File: src/rtl/bin_to_bcd_seq.sv
// bin_to_bcd_seq: sequential double-dabble converter, N-bit unsigned binary
// to D packed BCD digits, one iteration per input bit, using the
// start/ready/done handshake of the arithmetic chain.
// Optional feature macro: BIN_TO_BCD_OVF_EN (registered overflow flag; when
// undefined, ovf is tied to 0).
module bin_to_bcd_seq #(
  parameter int N = 20,
  parameter int D = 7
) (
  input  logic           clk,
  input  logic           rst,
  input  logic           start,
  input  logic [N-1:0]   bin,
  output logic           ready,
  output logic           done,
  output logic [4*D-1:0] bcd,
  output logic           ovf
);

  localparam int CW = $clog2(N + 1);
`ifdef BIN_TO_BCD_OVF_EN
  localparam int AW = 4 * D + 1;
`else
  localparam int AW = 4 * D;
`endif

  typedef enum logic [2:0] {
    IDLE = 3'b001,
    OP   = 3'b010,
    DONE = 3'b100
  } state_t;

  state_t         state_q, state_d;
  logic [N-1:0]   bin_q, bin_d;
  logic [4*D-1:0] bcd_q, bcd_d;
  logic [CW-1:0]  cnt_q, cnt_d;
  logic [4*D-1:0] adj;
  logic [AW-1:0]  shifted;
  logic [3:0]     dig;

  // Per-digit +3 correction for every digit >= 5, no carry between digits
  always_comb begin
    adj = bcd_q;
    dig = '0;
    for (int unsigned i = 0; i < D; i++) begin
      dig = bcd_q[4*i +: 4];
      if (dig >= 4'd5) dig = dig + 4'd3;
      adj[4*i +: 4] = dig;
    end
  end

  // Corrected digits shifted left with the binary MSB entering at bit 0.
  // The bit leaving the top digit is kept only when the overflow flag exists.
  always_comb begin
    shifted = AW'({adj, bin_q[N-1]});
  end

  // Next-state and datapath update
  always_comb begin
    state_d = state_q;
    bin_d   = bin_q;
    bcd_d   = bcd_q;
    cnt_d   = cnt_q;
    case (state_q)
      IDLE: begin
        if (start) begin
          bin_d   = bin;
          bcd_d   = '0;
          cnt_d   = CW'(N);
          state_d = OP;
        end
      end
      OP: begin
        bcd_d = shifted[4*D-1:0];
        bin_d = bin_q << 1;
        cnt_d = cnt_q - 1'b1;
        if (cnt_q == CW'(1)) state_d = DONE;
      end
      DONE: begin
        state_d = IDLE;
      end
      default: begin
        state_d = IDLE;
      end
    endcase
  end

  // State and datapath registers, synchronous active-high reset
  always_ff @(posedge clk) begin
    if (rst) begin
      state_q <= IDLE;
      bin_q   <= '0;
      bcd_q   <= '0;
      cnt_q   <= '0;
    end else begin
      state_q <= state_d;
      bin_q   <= bin_d;
      bcd_q   <= bcd_d;
      cnt_q   <= cnt_d;
    end
  end

`ifdef BIN_TO_BCD_OVF_EN
  logic ovf_q, ovf_d;

  // Sticky overflow: cleared on accepted start, accumulates top-digit carry-outs
  always_comb begin
    ovf_d = ovf_q;
    if (state_q == IDLE && start) ovf_d = 1'b0;
    else if (state_q == OP)       ovf_d = ovf_q | shifted[AW-1];
  end

  // Overflow register
  always_ff @(posedge clk) begin
    if (rst) ovf_q <= 1'b0;
    else     ovf_q <= ovf_d;
  end

  assign ovf = ovf_q;
`else
  assign ovf = 1'b0;
`endif

  assign ready = (state_q == IDLE);
  assign done  = (state_q == DONE);
  assign bcd   = bcd_q;

endmodule

File: config.mk
export PLATFORM = sky130hd
export DESIGN_NAME = bin_to_bcd_seq
export DESIGN_NICKNAME = d
export VERILOG_FILES = /design/src/rtl/bin_to_bcd_seq.sv
export SDC_FILE = /design/constraint.sdc
export NUM_CORES = 1
export LEC_CHECK = 0
export CAP_MARGIN = 0
export CORE_MARGIN = 10
export CORE_UTILIZATION = 51
export CTS_CLUSTER_DIAMETER = 80
export CTS_CLUSTER_SIZE = 24
export DETAILED_ROUTE_END_ITERATION = 8
export GPL_ROUTABILITY_DRIVEN = 0
export GPL_TIMING_DRIVEN = 0
export PLACE_DENSITY = 0.81
export RECOVER_POWER = 25
export SETUP_SLACK_MARGIN = 0.02
export SYNTH_ARGS = -nofsm -noshare
export SYNTH_HDL_FRONTEND = slang
export SYNTH_SLANG_ARGS = --single-unit
File: constraint.sdc
create_clock -name clk -period 2 [get_ports clk]
set_input_delay 0.5 -clock clk [delete_from_list [all_inputs] [get_ports clk]]
set_output_delay 0.5 -clock clk [all_outputs]
set_load 0.02 [all_outputs]
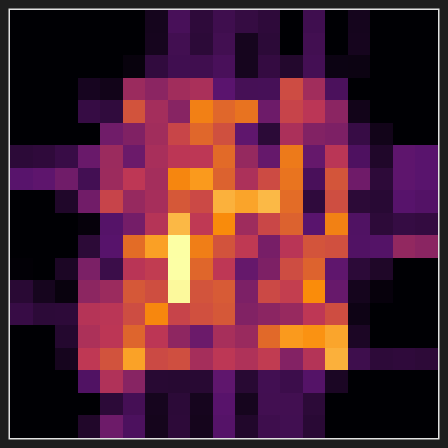
Run 1: signal metal coverage by tile
19 x 19 tiles, from black (low) to pale yellow (high), scaled to the fullest tile. Values are wire area over tile area, all layers added.
The densest ninth of the die: center. The emptiest ninth of the die: north-west. The fullest tile reaches 0.47.
via count: 2,392
GRT Resource Usage Total: 15.6%
WL/cell: 15.3 microns
routed wire length: 6550 microns

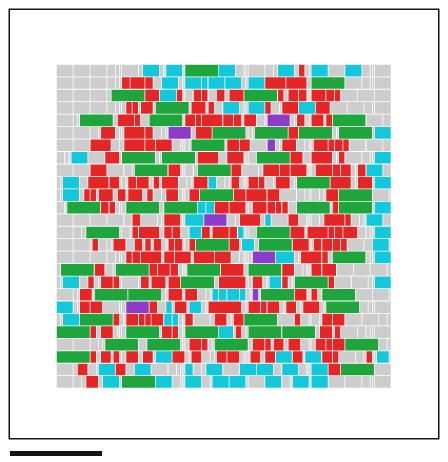
Run 1: cells colored by class
Bar = 20 microns. Fill, decap, tap and diode cells in gray.
Green marks flops, cells 56, share of their area 33%. Red marks combinational and other logic, cells 223, share of their area 46%. Cyan marks other buffers and delay cells, cells 71, share of their area 19%. Purple marks clock drivers and dummy loads, cells 7, share of their area 2.3%.
Final Util: 66.4%
final instance area: 0.00343 sq mm
Seq area share: 32.6%
Core ar.: 0.00517 sq mm

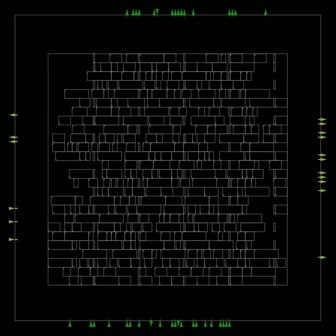
Run 1: cell outlines without signal wires
tap cells: 70
flop count: 56
Fill cells: 429

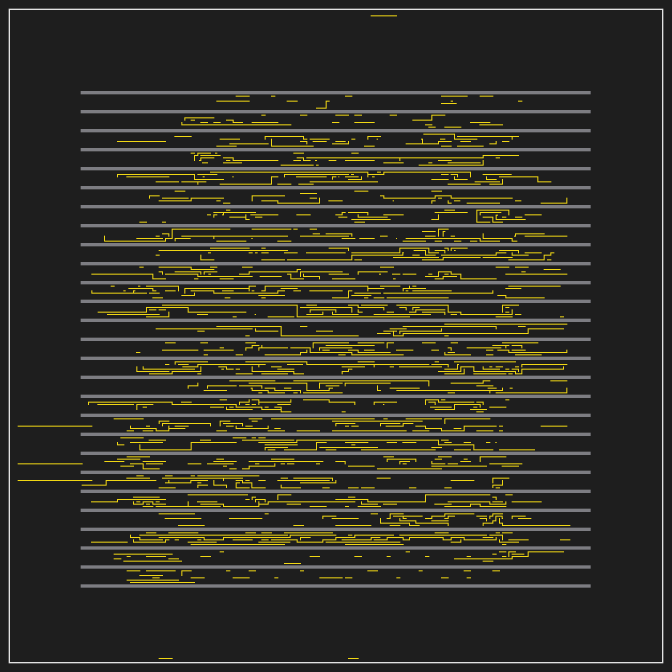
Run 1: M1 wires
Supply wires on this layer in gray.
The layer holds 44% of the routed length. The longest straight run is 25.3 microns. 357 nets have wire on it.
GRT met1 Usage: 18.5%

==> Changelog: implementation, run 1 <==
## Implementation

* Xor+xnor area frac at 4.14%
* RSZ-0062 raised after global routing: no
* CTS sink count at 56
* CP Class: reg2out
* Init Core Util at 53.2%
* Worst path cell trace: nor3b_1, dlygate4sd2_1
* Die Y at 93.5 microns
* First-pass DRT Iterations at 4
* CTS Buffer Depth at 2
* Post-layout min period at 1.90 ns
* Post-Syn Instances at 299
* CTS HTree Levels at 2
* Final net count at 396
* Synth unique cells at 38
* Area leader share at 40.7%
* Min-delay worst type: reg2reg
* CTS Buf Count at 5
* Vias in the first global route at 2,496
* Area reported by Yosys stat at 0.00275 sq mm
* Multiplexer share at 2.55%
* Max incr delay on CP at 0.51 ns
* Adder share at 7.27%
* Final tally of hold violations at 0
* First-pass GRT wire length at 11,400 microns
* I/O pins at 54
* CP Capture Type: primary output
* Yosys reg bits at 56
* Max-slew headroom at 59.3%
* Outcome: finished, final reports clean
* DP HPWL at 4780 microns
* Routed Antenna Nets at 0
* Netlist Area Pre-Place at 0.00275 sq mm
* Crit start category: flip-flop
* Asr flop ratio synth at 0%
* FF/Latch Area at 0.00112 sq mm
* Synth area leader: dfxtp_1
* Total tool warning count at 34
* Post-Route Skew at 0.00818 ns
* Initial antenna violation count at 0
* CTS tree: done
* Dominant combinational family: AND-OR/OR-AND gates
* Fmax at 525 MHz
* Simple share at 13.5%
* Hold Slack at 0.493 ns
* Leakage at 1.30 nW
* Die Wd at 93.5 microns
* Residual DRC count at 0
* Routed vias/inst at 5.60
* Largest net degree at the start of global routing at 16
* Pwr Total at 0.00206 W
* Initial DRC Count at 103
* Critical Path RT at 1.50 ns
* DIE AREA at 0.00874 sq mm
* Clk slew on worst S/H paths at 0.10 ns
* Late-Pin Clk Latency at 0.31 ns
* Top_reg_cell synth: dfxtp_1
* Syn_area_per_cell at 9.21 sq um
## run 1: through the flow
step	util (%)	instance area (sq um)	TNS (ns)
CTS	66.5	3440	0
floorplan	-	2750	0
detailed placement	64.8	3350	-4.89
global route	66.4	3430	0
global placement	64.8	3350	-3.65
finish	66.4	3430	0
## run 1: repair_timing
action | 4_1_cts | 5_1_grt
setup buffers | 1 | 0
endpoints found under the setup margin | 2 | 1
cloned | 0 | 0
gates resized | 7 | 2
hold buffers | 0 | 0
## run 1: worst max-delay path: cells and delay by family, from the launching register on
| family | cells | cell delay, ns |
|---|---|---|
| and+or+nand+nor | 1 | 0.21 |
| DFF | 1 | 0.51 |
| buffers and inverters | 1 | 0.37 |
## run 1: layout by cell type, fill, tap and decap left out, types with 2 or more instances in the layout
cell type        instances
a211oi_1                20
a21oi_1                 12
a22o_1                   7
a32o_1                   7
buf_2                    5
buf_4                    6
buf_6                    2
clkbuf_1                 8
clkbuf_8                 5
clkdlybuf4s50_1         47
dfxtp_1                 56
dlygate4sd3_1            2
ha_1                    16
inv_1                   16
mux2i_1                  7
nand2_1                 14
nand2b_1                 9
nor2_1                  24
nor2b_1                  7
nor3_1                   7
nor3b_1                  2
o21ai_0                 15
o22ai_1                 19
o31ai_1                 13
xnor2_1                  7
xor2_1                   6
## run 1: worst paths after layout
check,start,endpoint,slack [ns],cells past startpoint
setup / recovery,state_q[0]$_SDFFE_PP1P_,ready,0.1,2
hold / removal,bcd[17]$_SDFFE_PP0P_,bcd[17]$_SDFFE_PP0P_,0.49,2
setup reg to reg,state_q[0]$_SDFFE_PP1P_,bcd[15]$_SDFFE_PP0P_,0.28,4
hold reg to reg,bcd[17]$_SDFFE_PP0P_,bcd[17]$_SDFFE_PP0P_,0.49,2
## run 1: sequential cells by signal (all words and copies together), names as in the netlist
name     cells
bcd         28
bin_q       20
cnt_q        5
state_q      3
## run 1: synth_stat cells (all sizes together) (10+ instances only)
library cell  instances
a21oi                13
o21ai                15
nand2                14
nor2                 24
nand2b               10
buf                  15
ha                   16
dfxtp                56
a211oi               20
o22ai                19
inv                  17
o31ai                14
## run 1: layout make-up
| type | instances | area share (%) |
|---|---|---|
| Clock inverter | 1 | 0.146 |
| Timing Repair Buffer | 52 | 14.9 |
| Clock buffer | 6 | 2.11 |
| Multi-Input combinational cell | 206 | 42.4 |
| Tap cell | 70 | 2.55 |
| Buffer | 19 | 3.24 |
| Sequential cell | 56 | 32.6 |
| Inverter | 17 | 1.97 |
## run 1: power breakdown
part           internal (W)  switching [W]  leakage [nW]
registers           0.00117      0.0000355         0.457
clock network      0.000240       0.000360        0.0410
logic              0.000124       0.000134         0.804
## run 1: routing by layer
layer  track usage (%)  wire (microns)
met3              3.52             341
met1              18.5            2870
met4              7.20             117
met5                 0               0
met2              26.1            3230
## Run 2: what changed since run 1
--- a/config.mk
+++ b/config.mk
@@ -13,6 +13,7 @@
 export DETAILED_ROUTE_END_ITERATION = 8
 export GPL_ROUTABILITY_DRIVEN = 0
 export GPL_TIMING_DRIVEN = 0
+export MAX_ROUTING_LAYER = met4
 export PLACE_DENSITY = 0.81
 export RECOVER_POWER = 25
 export SETUP_SLACK_MARGIN = 0.02
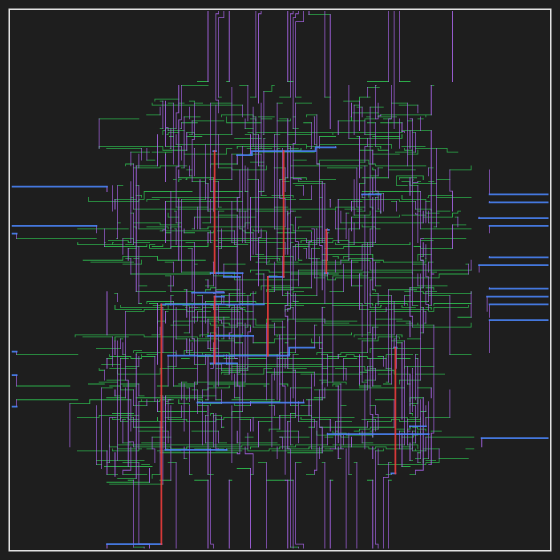
Run 2: signal wires by layer
Green marks metal 1, wire length 2,910 microns. Red marks metal 4, wire length 139 microns. Blue marks metal 3, wire length 306 microns. Purple marks metal 2, wire length 3,200 microns.
via count: 2,386
routed wire length: 6550 microns

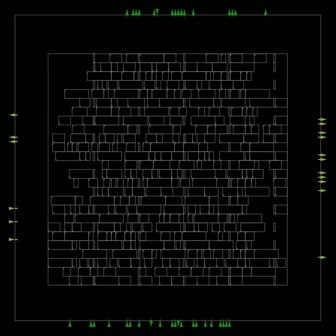
Run 2: cell outlines without signal wires
row count: 26
Non-Filler Instances: 427

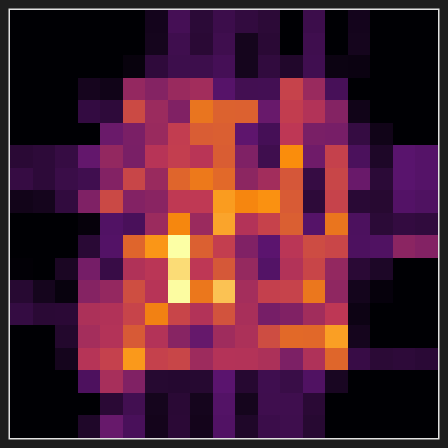
Run 2: signal metal coverage by tile
19 x 19 tiles, from black (low) to pale yellow (high), scaled to the fullest tile. Values are wire area over tile area, all layers added.
18% of the tiles are over half the peak. 27% of the tiles are nearly empty. The fullest tile reaches 0.49. The densest ninth of the die: center. The emptiest ninth of the die: north-west.
GRT Resource Usage Total: 16.1%
WL/cell: 15.3 microns

==> Changelog: implementation, run 2 <==
## Implementation

* Outcome: finished, final reports clean
* CTS tree: done
* First-pass GRT wire length at 11,400 microns (about the same)
* Total tool warning count at 34 (unchanged)
* Worst hold endpoint: bcd[17]$_SDFFE_PP0P_
* I/O pins at 54 (unchanged)
* Die Wd at 93.5 microns (unchanged)
* CP Capture Type: primary output
* Commonest cells in the synthesized netlist: dfxtp_1, nor2_1, a211oi_1, o22ai_1, inv_1
* Most frequent logic cell in the layout: dfxtp_1
* Setup TNS at 0 ns (unchanged)
* Top Layout Cells: dfxtp_1, clkdlybuf4s50_1, nor2_1
* Final tally of hold violations at 0 (unchanged)
* Critical R2R Launch: state_q[0]$_SDFFE_PP1P_
* First-pass DRT Iterations at 4 (unchanged)
* Fill cells at 429 (unchanged)
* Fmax at 526 MHz (+0.23%)
* Peak supply drop at 469 uV
* Synth-to-layout area growth at 24.8%
* Synth area leaders: dfxtp_1, ha_1, a211oi_1
* Init Core Util at 53.2% (unchanged)
* Final net count at 396 (unchanged)
* Initial DRC Count at 98 (-4.9%)
* CP Class: reg2out
* Dpl cell area at 0.00335 sq mm (unchanged)
* Syn_nets at 338
* Leakage at 1.30 nW (unchanged)
* Residual DRC count at 0 (unchanged)
* CTS Buf Count at 5 (unchanged)
* Final Util at 66.4% (unchanged)
* Core ar. at 0.00517 sq mm (unchanged)
* HP Start: bcd[17]$_SDFFE_PP0P_
* Initial antenna violation count at 0 (unchanged)
* Die Y at 93.5 microns (unchanged)
* DIE AREA at 0.00874 sq mm (unchanged)
* Hold Crit Depth at 2 (unchanged)
* Syn_area_per_cell at 9.21 sq um (unchanged)
* Largest net degree at the start of global routing at 16 (unchanged)
* DP HPWL at 4780 microns (unchanged)
* R2R Path End: bcd[15]$_SDFFE_PP0P_
* Max-slew headroom at 59.4% (+0.13 points)
* CTS Buffer Depth at 2 (unchanged)
* Clk slew on worst S/H paths at 0.10 ns (about the same)
* Routed Antenna Nets at 0 (unchanged)
* Vias in the first global route at 2,494 (-0.080%)
* Area reported by Yosys stat at 0.00275 sq mm (unchanged)
* Max reg flops at 28 (unchanged)
* RSZ-0062 raised after global routing: no
* Reg2reg setup slack at 0.29 ns (about the same)
* Critical Path RT at 1.50 ns (about the same)
* Top_reg_cell synth: dfxtp_1
* Post-Route Skew at 0.00794 ns (-0.000242 ns)
* Post-Syn Instances at 299 (unchanged)
* PD cells at 600 mW/mm^2
* CTS HTree Levels at 2 (unchanged)
* Min-delay worst type: reg2reg
* Asr flop ratio synth at 0% (unchanged)
* Yosys reg bits at 56 (unchanged)
* Post-layout min period at 1.90 ns (-0.00428 ns)
* PortBufs at 51
* Crit start category: flip-flop
* Late-Pin Clk Latency at 0.31 ns (about the same)
* Top-count cell post-synth: dfxtp_1
* Final instance area at 0.00343 sq mm (unchanged)
* Synth area leader: dfxtp_1
* Synth unique cells at 38 (unchanged)
* Netlist Area Pre-Place at 0.00275 sq mm (unchanged)
* Routed vias/inst at 5.59 (-0.25%)
* Area leader share at 40.7% (unchanged)
* R2r worst-path depth at 4 (unchanged)
* CTS sink count at 56 (unchanged)
-- run 2: cell counts in the layout (fill, tap and decap cells not counted) --
No cell type changed its count.
-- run 2: report_power, final --
part / internal [W] / switching [W]
Combinational: 0.000124 / 0.000134
Clock: 0.000240 / 0.000363
Sequential: 0.00117 / 0.0000353
Total: 0.00153 / 0.000532
-- run 2: worst max path at each step --
| stage | start | end | slack, ns | cells after the start |
|---|---|---|---|---|
| floorplan | state_q[2]$_SDFFE_PP0P_ | done | 0.16 | 4 |
| global placement | state_q[2]$_SDFFE_PP0P_ | done | -0.32 | 5 |
| detailed placement | state_q[2]$_SDFFE_PP0P_ | done | -0.33 | 5 |
| CTS | state_q[2]$_SDFFE_PP0P_ | done | 0.02 | 4 |
| global route | bcd[2]$_SDFFE_PP0P_ | bcd[2] | 0.02 | 1 |
| finish | state_q[0]$_SDFFE_PP1P_ | ready | 0.1 | 2 |
-- run 2: worst max-delay path: stages, from the launching register on --
cell           delay (ns)
dfxtp_1              0.51
nor3b_1              0.21
dlygate4sd2_1        0.37
-- run 2: cells by family (layout without fill, tap and decap cells) --
group                      after synthesis  after routing  share of synthesized area, %
buffers and inverters                   37             95                          6.32
xor gates and xnor gates                13             13                          4.14
and+or+nand+nor                         70             70                          13.5
muxes                                    7              7                          2.55
adders and majority gates               16             16                          7.27
other                                    1              1                         0.136
AOI/OAI and AO/OA                       99             99                          25.3
DFF                                     56             56                          40.7
-- run 2: layout make-up --
class / instances / area [sq um] / area share [%]
multi-input cells: 206 / 1460 / 42.4
plain buffers: 19 / 111 / 3.24
well taps: 70 / 87.6 / 2.55
repair buffers: 52 / 512 / 14.9
clock buffers: 6 / 72.6 / 2.11
flip-flops and latches: 56 / 1120 / 32.6
clock inverters: 1 / 5.00 / 0.146
inverters: 17 / 67.6 / 1.97
-- run 2: repair_timing --
action	in CTS	in global routing
buffers inserted	1	0
gates cloned	0	0
resized	7	2
hold buffers	0	0
setup endpoints to repair	2	1
-- run 2: per-layer routing --
layer,track usage [%],part of all wire (%),vias up
met1,18.7,44,1120
met3,3.36,4.7,14
met2,26.0,49,52
met5,-,0,-
met4,7.20,2.1,0
li1,-,-,1200
-- run 2: stage by stage --
| stage | worst slack [ns] | hold WS (ns) | total power [W] |
|---|---|---|---|
| after global routing | 0.0201 | 0.514 | 0.00214 |
| after global placement | -0.325 | 0.468 | 0.00148 |
| after floorplan | 0.163 | 0.440 | 0.00139 |
| after CTS | 0.0218 | 0.498 | 0.00207 |
| after detailed placement | -0.334 | 0.479 | 0.00148 |
| final | 0.0996 | 0.493 | 0.00206 |
## Run 3: what changed since run 2
--- a/config.mk
+++ b/config.mk
@@ -12,11 +12,11 @@
 export CTS_CLUSTER_SIZE = 24
 export DETAILED_ROUTE_END_ITERATION = 8
 export GPL_ROUTABILITY_DRIVEN = 0
-export GPL_TIMING_DRIVEN = 0
 export MAX_ROUTING_LAYER = met4
 export PLACE_DENSITY = 0.81
 export RECOVER_POWER = 25
 export SETUP_SLACK_MARGIN = 0.02
+export SKIP_LAST_GASP = 1
 export SYNTH_ARGS = -nofsm -noshare
 export SYNTH_HDL_FRONTEND = slang
 export SYNTH_SLANG_ARGS = --single-unit
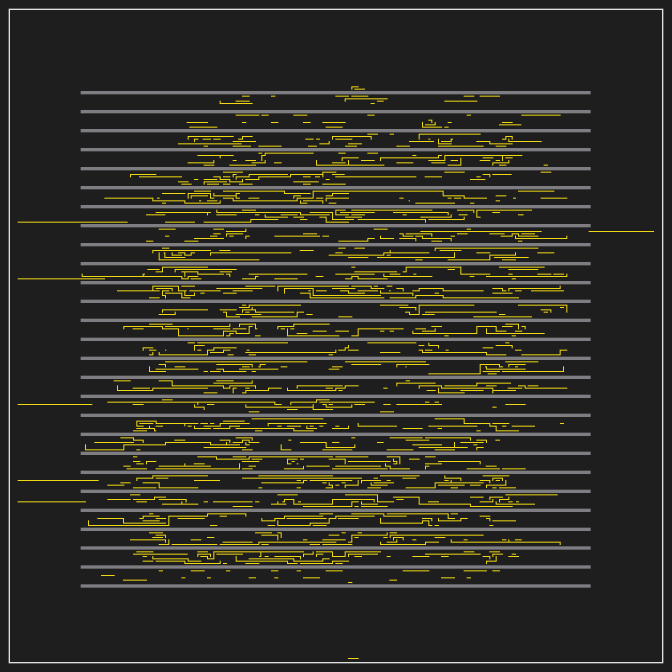
Run 3: M1 wires
Supply wires on this layer in gray.
352 nets have wire on it. The longest straight run is 23.9 microns. The layer holds 43% of the routed length. The wires run mostly horizontal. The layer carries 2,800 microns of wire.
routed wire length: 6460 microns
GRT met1 Usage: 17.8%

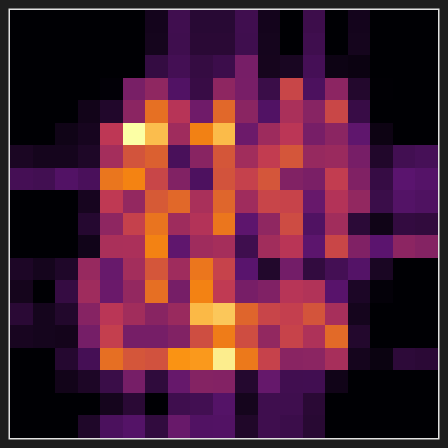
Run 3: signal metal coverage by tile
19 x 19 tiles, from black (low) to pale yellow (high), scaled to the fullest tile. Values are wire area over tile area, all layers added.
27% of the tiles are nearly empty. The fullest tile reaches 0.49. The densest ninth of the die: center. The mean over all tiles is 0.12. 16% of the tiles are over half the peak. The emptiest ninth of the die: north-west.
via count: 2,393
WL/cell: 15.1 microns
GRT Resource Usage Total: 15.3%

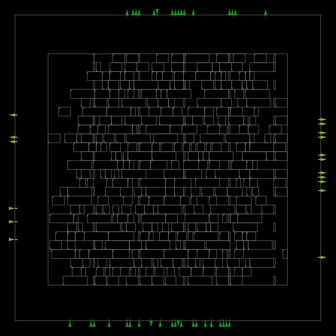
Run 3: cell outlines without signal wires
Fill cells: 405
Final Util: 67.5%
Seq area share: 32.2%

==> Changelog: implementation, run 3 <==
## Implementation

* I/O pins at 54 (unchanged)
* Reg2reg setup slack at 0.37 ns (+0.08 ns)
* Asr flop ratio synth at 0% (unchanged)
* Top Layout Cells: dfxtp_1, clkdlybuf4s50_1, nor2_1
* Final tally of hold violations at 0 (unchanged)
* Xor+xnor area frac at 4.14% (unchanged)
* Synth area leaders: dfxtp_1, ha_1, a211oi_1
* Total tool warning count at 34 (unchanged)
* Final instance area at 0.00349 sq mm (+1.7%)
* Final net count at 395 (-0.25%)
* Core ar. at 0.00517 sq mm (unchanged)
* Syn_nets at 338 (unchanged)
* Max incr delay on CP at 0.57 ns (+0.06 ns)
* Simple share at 13.5% (unchanged)
* Hold Crit Depth at 1 (-1)
* Post-Route Skew at 0.00371 ns (-0.00422 ns)
* DIE AREA at 0.00874 sq mm (unchanged)
* DP HPWL at 4780 microns (about the same)
* Outcome: finished, final reports clean
* Initial DRC Count at 171 (+74%)
* Final setup margin at 0.0890 ns (-0.0105 ns)
* Critical Path RT at 2.21 ns (+0.71 ns)
* Synth-to-layout area growth at 26.9%
* Top-count cell post-synth: dfxtp_1
* Area leader share at 40.7% (unchanged)
* CTS HTree Levels at 2 (unchanged)
* Routed vias/inst at 5.60 (+0.29%)
* Clk slew on worst S/H paths at 0.09 ns (about the same)
* CP Class: in2reg
* Crit start category: input pin
* Synth unique cells at 38 (unchanged)
* Largest net degree at the start of global routing at 28 (+12)
* Pwr Total at 0.00211 W (+2.2%)
* Peak supply drop at 527 uV (+12%)
* Syn_area_per_cell at 9.21 sq um (unchanged)
* Compound Share, Synth at 25.3% (unchanged)
* Min-delay worst type: reg2reg
* Max-slew headroom at 61.9% (+2.5 points)
* Synth area leader: dfxtp_1
* CTS Buf Count at 5 (unchanged)
* Routed Antenna Nets at 0 (unchanged)
* Netlist Area Pre-Place at 0.00275 sq mm (unchanged)
* Cts hold-fix bufs at 0 (unchanged)
* CP max-delay cell: clkdlybuf4s50_1
* Commonest cells in the synthesized netlist: dfxtp_1, nor2_1, a211oi_1, o22ai_1, inv_1
* PortBufs at 52 (+2.0%)
* Vias in the first global route at 2,380 (-4.6%)
* Max reg flops at 28 (unchanged)
* RSZ-0062 raised after global routing: no
* CTS sink count at 56 (unchanged)
* Critical R2R Launch: state_q[1]$_SDFFE_PP0P_
* Residual DRC count at 0 (unchanged)
* Multiplexer share at 2.55% (unchanged)
* Top delay family on crit path: buffers and inverters
* Crit path capture: bcd[11]$_SDFFE_PP0P_
* First-pass GRT wire length at 11,000 microns (-4.0%)
* Initial antenna violation count at 0 (unchanged)
* Worst path cell trace: clkdlybuf4s50_1, buf_4, clkbuf_2, nor2b_1, a32o_1
* First-pass DRT Iterations at 4 (unchanged)
* Worst path depth at 5 (+3)
* Dominant combinational family: AND-OR/OR-AND gates
* Yosys reg bits at 56 (unchanged)
* Top_reg_cell synth: dfxtp_1
* Dpl cell area at 0.00340 sq mm (+1.3%)
* Late-Pin Clk Latency at 0.31 ns (about the same)
* CTS Buffer Depth at 2 (unchanged)
* Most frequent logic cell in the layout: dfxtp_1
-- run 3: worst min-delay path by stage --
stage,startpoint,end,slack (ns)
floorplan,cnt_q[4]$_SDFFE_PP0P_,cnt_q[4]$_SDFFE_PP0P_,0.44
global placement,cnt_q[4]$_SDFFE_PP0P_,cnt_q[4]$_SDFFE_PP0P_,0.47
detailed placement,cnt_q[4]$_SDFFE_PP0P_,cnt_q[4]$_SDFFE_PP0P_,0.48
CTS,cnt_q[4]$_SDFFE_PP0P_,cnt_q[4]$_SDFFE_PP0P_,0.49
global route,bcd[21]$_SDFFE_PP0P_,bcd[21]$_SDFFE_PP0P_,0.52
finish,cnt_q[4]$_SDFFE_PP0P_,cnt_q[4]$_SDFFE_PP0P_,0.50
-- run 3: routing by layer --
layer	vias up	track usage (%)	part of all wire, %
met5	-	-	0
met4	0	6.30	1.2
met3	8	2.16	4.5
met2	56	26.0	51
met1	1132	17.8	43
li1	1197	-	-
-- run 3: layout make-up --
cell class / instances / area, sq um
Fill cell: 405 / 1680
Multi-Input combinational cell: 206 / 1480
Sequential cell: 56 / 1120
Timing Repair Buffer: 70 / 648
Clock buffer: 8 / 90.1
Tap cell: 70 / 87.6
Inverter: 17 / 63.8
-- run 3: through the flow --
stage,cells,hold WS (ns),setup TNS [ns]
after floorplan,299,0.440,0
after global placement,419,0.470,-8.36
after detailed placement,419,0.477,-8.87
after CTS,427,0.492,0
after global routing,427,0.516,0
final,427,0.496,0
-- run 3: repair_timing --
action                     4_1_cts  5_1_grt
setup endpoints to repair       17       14
setup buffers                    0        0
resized                          5        1
cloned                           0        0
-- run 3: cells by family after synthesis --
logic type / Yosys count
simple gates: 70
buf+inv: 37
other cells: 1
flops: 56
fa+ha+maj: 16
mux: 7
compound gates: 99
xor+xnor: 13
-- run 3: where the power goes --
group | switching (W) | leakage, nW | internal, W
Combinational | 0.000136 | 0.821 | 0.000136
Sequential | 0.0000344 | 0.457 | 0.00117
Clock | 0.000350 | 0.0455 | 0.000283
Total | 0.000521 | 1.32 | 0.00159
Power and IR drop assume default switching activity.
